<file path="src/rtl/fv_fifo_push_arb.sv">
// Round-robin push-port arbiter for a shared FIFO, with occupancy tracking,
// full back-pressure and a sticky pop-while-empty flag for formal checks.
module fv_fifo_push_arb #(
    parameter int unsigned width  = 8,
    parameter int unsigned depth  = 8,
    parameter int unsigned inputs = 4
) (
    input  logic                        clk,
    input  logic                        reset,
    input  logic [inputs-1:0]           req_vld,
    input  logic [inputs*width-1:0]     req_data,
    output logic [inputs-1:0]           req_rdy,
    output logic                        fifo_push,
    output logic [width-1:0]            fifo_push_data,
    output logic [$clog2(inputs)-1:0]   fifo_push_src,
    input  logic                        fifo_pop,
    output logic [$clog2(depth+1)-1:0]  count,
    output logic                        full,
    output logic                        empty,
    output logic                        underflow_err
);

    localparam int unsigned SW = $clog2(inputs);
    localparam int unsigned CW = $clog2(depth + 1);

    logic [SW-1:0] rr_ptr_q, rr_ptr_d;
    logic [CW-1:0] count_q, count_d;
    logic          underflow_q, underflow_d;

    logic          grant_found;
    logic [SW-1:0] grant_idx;
    logic          eff_pop;
    int unsigned   idx;

    assign count         = count_q;
    assign underflow_err = underflow_q;
    assign full          = (count_q == CW'(depth));
    assign empty         = (count_q == '0);
    assign eff_pop       = fifo_pop & ~empty;

    // Rotating priority search starting at rr_ptr; only req_vld takes part.
    always_comb begin
        grant_found = 1'b0;
        grant_idx   = '0;
        idx         = 0;
        for (int k = 0; k < int'(inputs); k++) begin
            idx = (int'(rr_ptr_q) + k) % inputs;
            if (!grant_found && req_vld[idx]) begin
                grant_found = 1'b1;
                grant_idx   = SW'(idx);
            end
        end
    end

    always_comb begin
        fifo_push      = grant_found & ~full;
        req_rdy        = '0;
        fifo_push_data = '0;
        fifo_push_src  = '0;
        if (fifo_push) begin
            req_rdy        = inputs'(1) << grant_idx;
            fifo_push_data = req_data[int'(grant_idx)*width +: width];
            fifo_push_src  = grant_idx;
        end
    end

    always_comb begin
        rr_ptr_d = rr_ptr_q;
        if (fifo_push) begin
            rr_ptr_d = (grant_idx == SW'(inputs - 1)) ? '0 : grant_idx + SW'(1);
        end

        count_d = count_q;
        unique case ({fifo_push, eff_pop})
            2'b10:   count_d = count_q + CW'(1);
            2'b01:   count_d = count_q - CW'(1);
            default: count_d = count_q;
        endcase

        underflow_d = underflow_q | (fifo_pop & empty);
    end

    always_ff @(posedge clk) begin
        if (reset) begin
            rr_ptr_q    <= '0;
            count_q     <= '0;
            underflow_q <= 1'b0;
        end else begin
            rr_ptr_q    <= rr_ptr_d;
            count_q     <= count_d;
            underflow_q <= underflow_d;
        end
    end

endmodule

</file>
<file path="config.mk">
export PLATFORM = sky130hd
export DESIGN_NAME = fv_fifo_push_arb
export DESIGN_NICKNAME = d
export VERILOG_FILES = /design/src/rtl/fv_fifo_push_arb.sv
export SDC_FILE = /design/constraint.sdc
export NUM_CORES = 1
export LEC_CHECK = 0
export CAP_MARGIN = 20
export CORE_MARGIN = 5
export CORE_UTILIZATION = 31
export CTS_CLUSTER_SIZE = 8
export DETAILED_ROUTE_END_ITERATION = 7
export PLACE_DENSITY = 0.8
export SLEW_MARGIN = 20
export SYNTH_ARGS = -nofsm -noshare
export SYNTH_HDL_FRONTEND = slang
export SYNTH_SLANG_ARGS = --single-unit
</file>
<file path="constraint.sdc">
create_clock -name clk -period 2.2 [get_ports clk]
set_input_delay 0.44 -clock clk [delete_from_list [all_inputs] [get_ports clk]]
set_output_delay 0.44 -clock clk [all_outputs]
set_load 0.005 [all_outputs]
</file>
### Drive-strength map

Scale: 4 px per um.
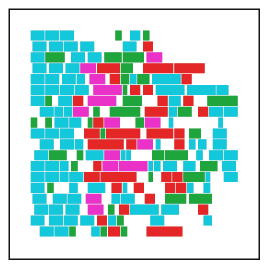
| size | color | cells |
|---|---|---|
| _6 and larger | magenta | 14 |
| _2 cells | green | 37 |
| _0 and _1 cells | cyan | 99 |
| _3 and _4 cells | red | 36 |

### Signal wires on met3

Scale: 6 px per um. Cells faint in the background.
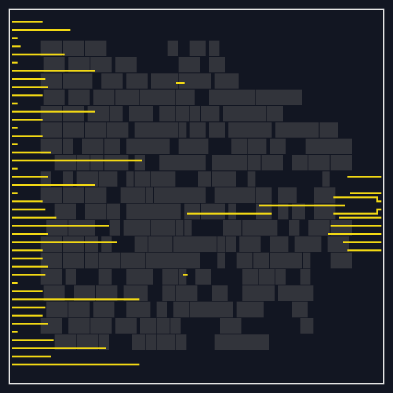
main direction: horizontal
longest straight run: 21.4 um
share of all routed wire: 12%
via count: 1118
GR Layer Usage met3: 7.39%
total wire length: 3.25 mm

==> flow_summary.json <==
{
  "finalNetCount": 233,
  "ys_warn_count": 0,
  "syn_nets": 140,
  "cts.sinks": 7,
  "insertion_delay_ps": 250,
  "outcome": "finished with violations",
  "tightest_slew_ps": 339,
  "ff_type": "dfxtp_1",
  "diodes": 0,
  "finalCriticalPeriod_ps": 2220,
  "ff_latch_area_um2": 146,
  "cts_resized": 69,
  "cp-end-kind": "primary output",
  "cts_buffers": 3,
  "dp_hpwl_mm": 2.40,
  "final_cell_mix": "clkdlybuf4s50_1, buf_4, mux2i_1",
  "fin_crit_sh_pct": 101,
  "grt_pass1_wl_mm": 4.68,
  "worst_path_max_delay_cell": "dfxtp_4",
  "layout_top_cell": "clkdlybuf4s50_1",
  "final_core_util_pct": 69.1,
  "final_antenna_net_count": 0,
  "dp_cells": 202,
  "rows": 19,
  "dieWidth_um": 62.2,
  "finalHoldViolCount": 0,
  "ioPinCount": 61,
  "report.final.setup_viol": 1,
  "netlist_instances": 94,
  "min_path_type": "flip-flop to flip-flop",
  "place_worst_setup_slack_ps": -664,
  "port_buffers": 60,
  "timing.setup.tns_ps": -24.0,
  "ys_types": 34,
  "cellPowerDensity_nw_per_um2": 735,
  "timing.fmax_mhz": 450,
  "totalPowerFinal_mw": 1.36,
  "edf_count": 0,
  "p_leak_nw": 0.808,
  "tool_warnings": 32,
  "mi_logic_area_um2": 779,
  "ys_seq_share_pct": 16.6,
  "nFillCells": 215,
  "fp_util_pct": 31.4,
  "crit_required_ps": 1760,
  "placeableCoreArea_um2": 2690,
  "via_per_inst": 5.15,
  "drc": 0,
  "grt_setup_unrepaired": "yes",
  "cp_cell_sequence": "mux2i_2 > nor2_2 > nor3_4 > buf_6 > inv_4 > buf_6 > ha_4 > and2_4 > buf_6",
  "netlist_area_um2": 843,
  "grt_pass1_vias": 1201,
  "maxCapViolCount": 0,
  "h-tree-depth": 1,
  "path_max_fanout": 4,
  "critPathKind": "flip-flop to primary output",
  "whs_ps": 494,
  "post-synth-top-count-cell": "mux2i_1",
  "startpoint_type": "flip-flop",
  "cts_tree": "done",
  "slew_violations": 0,
  "drt_iter0_drc": 22,
  "netlist.area_leader.share_pct": 22.6,
  "slew_headroom_pct": 77.4,
  "clkSlewWorstSetupHoldPaths_ps": 50,
  "first_pass_iters": 4,
  "cts_setup_buffers": 10,
  "synth_area_per_cell_um2": 8.97,
  "clockBufferDepth": 2,
  "cpPeakStageDelay_ps": 380,
  "finalWorstSetupSlack_ps": -24.0,
  "postLayoutCellArea_um2": 1860,
  "instances_no_fill": 217,
  "ys_ff": 7,
  "skew_ps": 3.96,
  "chipArea_um2": 3860,
  "areaGrowthSynthToFinish_pct": 120,
  "irDropWorstVdd_mv": 0.577,
  "antenna_found_initial": 0,
  "arrival_ps": 1780,
  "async_flop_share_pct": 0,
  "failed_checks": "setup timing",
  "yosys.area.top_type": "mux2i_1",
  "top_cells_by_count": "mux2i_1, o22ai_1, dfxtp_1, ha_1, nor2_1",
  "synth.area.top_cells": "mux2i_1, dfxtp_1, ha_1",
  "drive_gt1_share_pct": 46.8,
  "gr-total-overflow": 0,
  "yosysChipArea_um2": 843,
  "cp_common_cell": "buf_6",
  "synth-cells-yosys": 94,
  "grt_start_max_net_pins": 10,
  "placed_cell_area_um2": 1660,
  "gp_congestion": 0.814,
  "die_h_um": 62.2,
  "clock-root-buffer": "clkbuf_4",
  "postCtsHoldBufs": 0
}
### Cell classes on the final placement

Scale: 8 px per um.
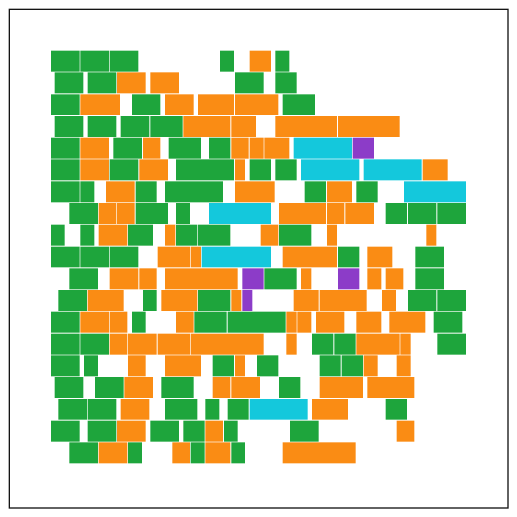
| class | color | cells | share of their area |
|---|---|---|---|
| clock drivers and dummy loads | purple | 4 | 1.4% |
| combinational and other logic | orange | 83 | 44% |
| other buffers and delay cells | green | 92 | 46% |
| flops | cyan | 7 | 8.1% |

### Wire density map

Scale: 6 px per um. 12 x 12 tiles, from dark purple (low) to yellow (high), scaled to the fullest tile. Values are wire area over tile area, all layers added.
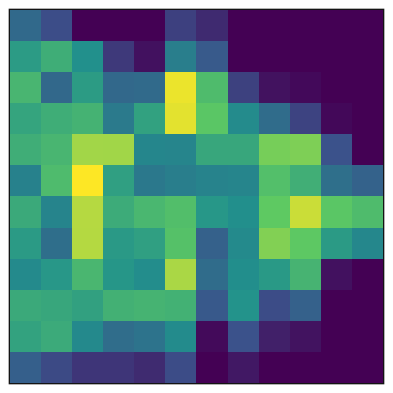
nearly empty tiles: 19%
tiles over half the peak: 40%
mean over tiles: 0.14
densest ninth of the die: west
global-route usage over all layers: 14.4%
WL per Instance: 15.0 um

[worst paths after layout]
path                                                from                       end  slack [ps]  cells after the start
worst max-delay path            rr_ptr_q[1]$_SDFFE_PP0P_                req_rdy[2]         -20                      9
worst min register to register  underflow_err$_SDFF_PP0_  underflow_err$_SDFF_PP0_         490                      2
worst max register to register     count[3]$_SDFFE_PP0P_     count[2]$_SDFFE_PP0P_          40                      9
worst min-delay path            underflow_err$_SDFF_PP0_  underflow_err$_SDFF_PP0_         490                      2
[critical path: cells and delay by family (launching register included)]
family	cells	cell delay, ps
multiplexers	1	220
buffers and inverters	4	370
flip-flops	1	380
AND/OR/NAND/NOR	3	410
adder cells (fa/ha/maj)	1	140
[area by class of cell]
class	count	area share [%]
flip-flops and latches	7	7.89
multi-input cells	78	42.0
well taps	31	2.09
clock buffers	4	1.42
inverters	5	1.15
repair buffers	92	45.4
[state kept, by name, indices dropped and copies added, names as in the netlist]
register and flops:
count 4, rr_ptr_q 2, underflow_err 1
[kinds of logic (layout without fill, tap and decap cells)]
kind of cell,count (synthesis),after routing,synth area share (%)
simple gates,27,27,21.4
flops,7,7,16.6
compound gates,21,21,17.8
fa+ha+maj,7,7,10.4
xor+xnor,4,4,4.16
mux,19,19,22.6
buf+inv,9,101,7.12
[layer usage]
| layer | vias to the layer above | track usage (%) | part of all wire [%] |
|---|---|---|---|
| li1 | 530 | - | - |
| met3 | 4 | 7.39 | 12 |
| met2 | 56 | 29.1 | 54 |
| met4 | 0 | 2.44 | 1.2 |
| met1 | 528 | 12.1 | 33 |
| met5 | - | 0 | 0 |
[power by group]
group          switching [mW]  internal (mW)
clock                  0.0470         0.0692
sequential             0.0458          0.166
combinational           0.435          0.600
total                   0.528          0.836
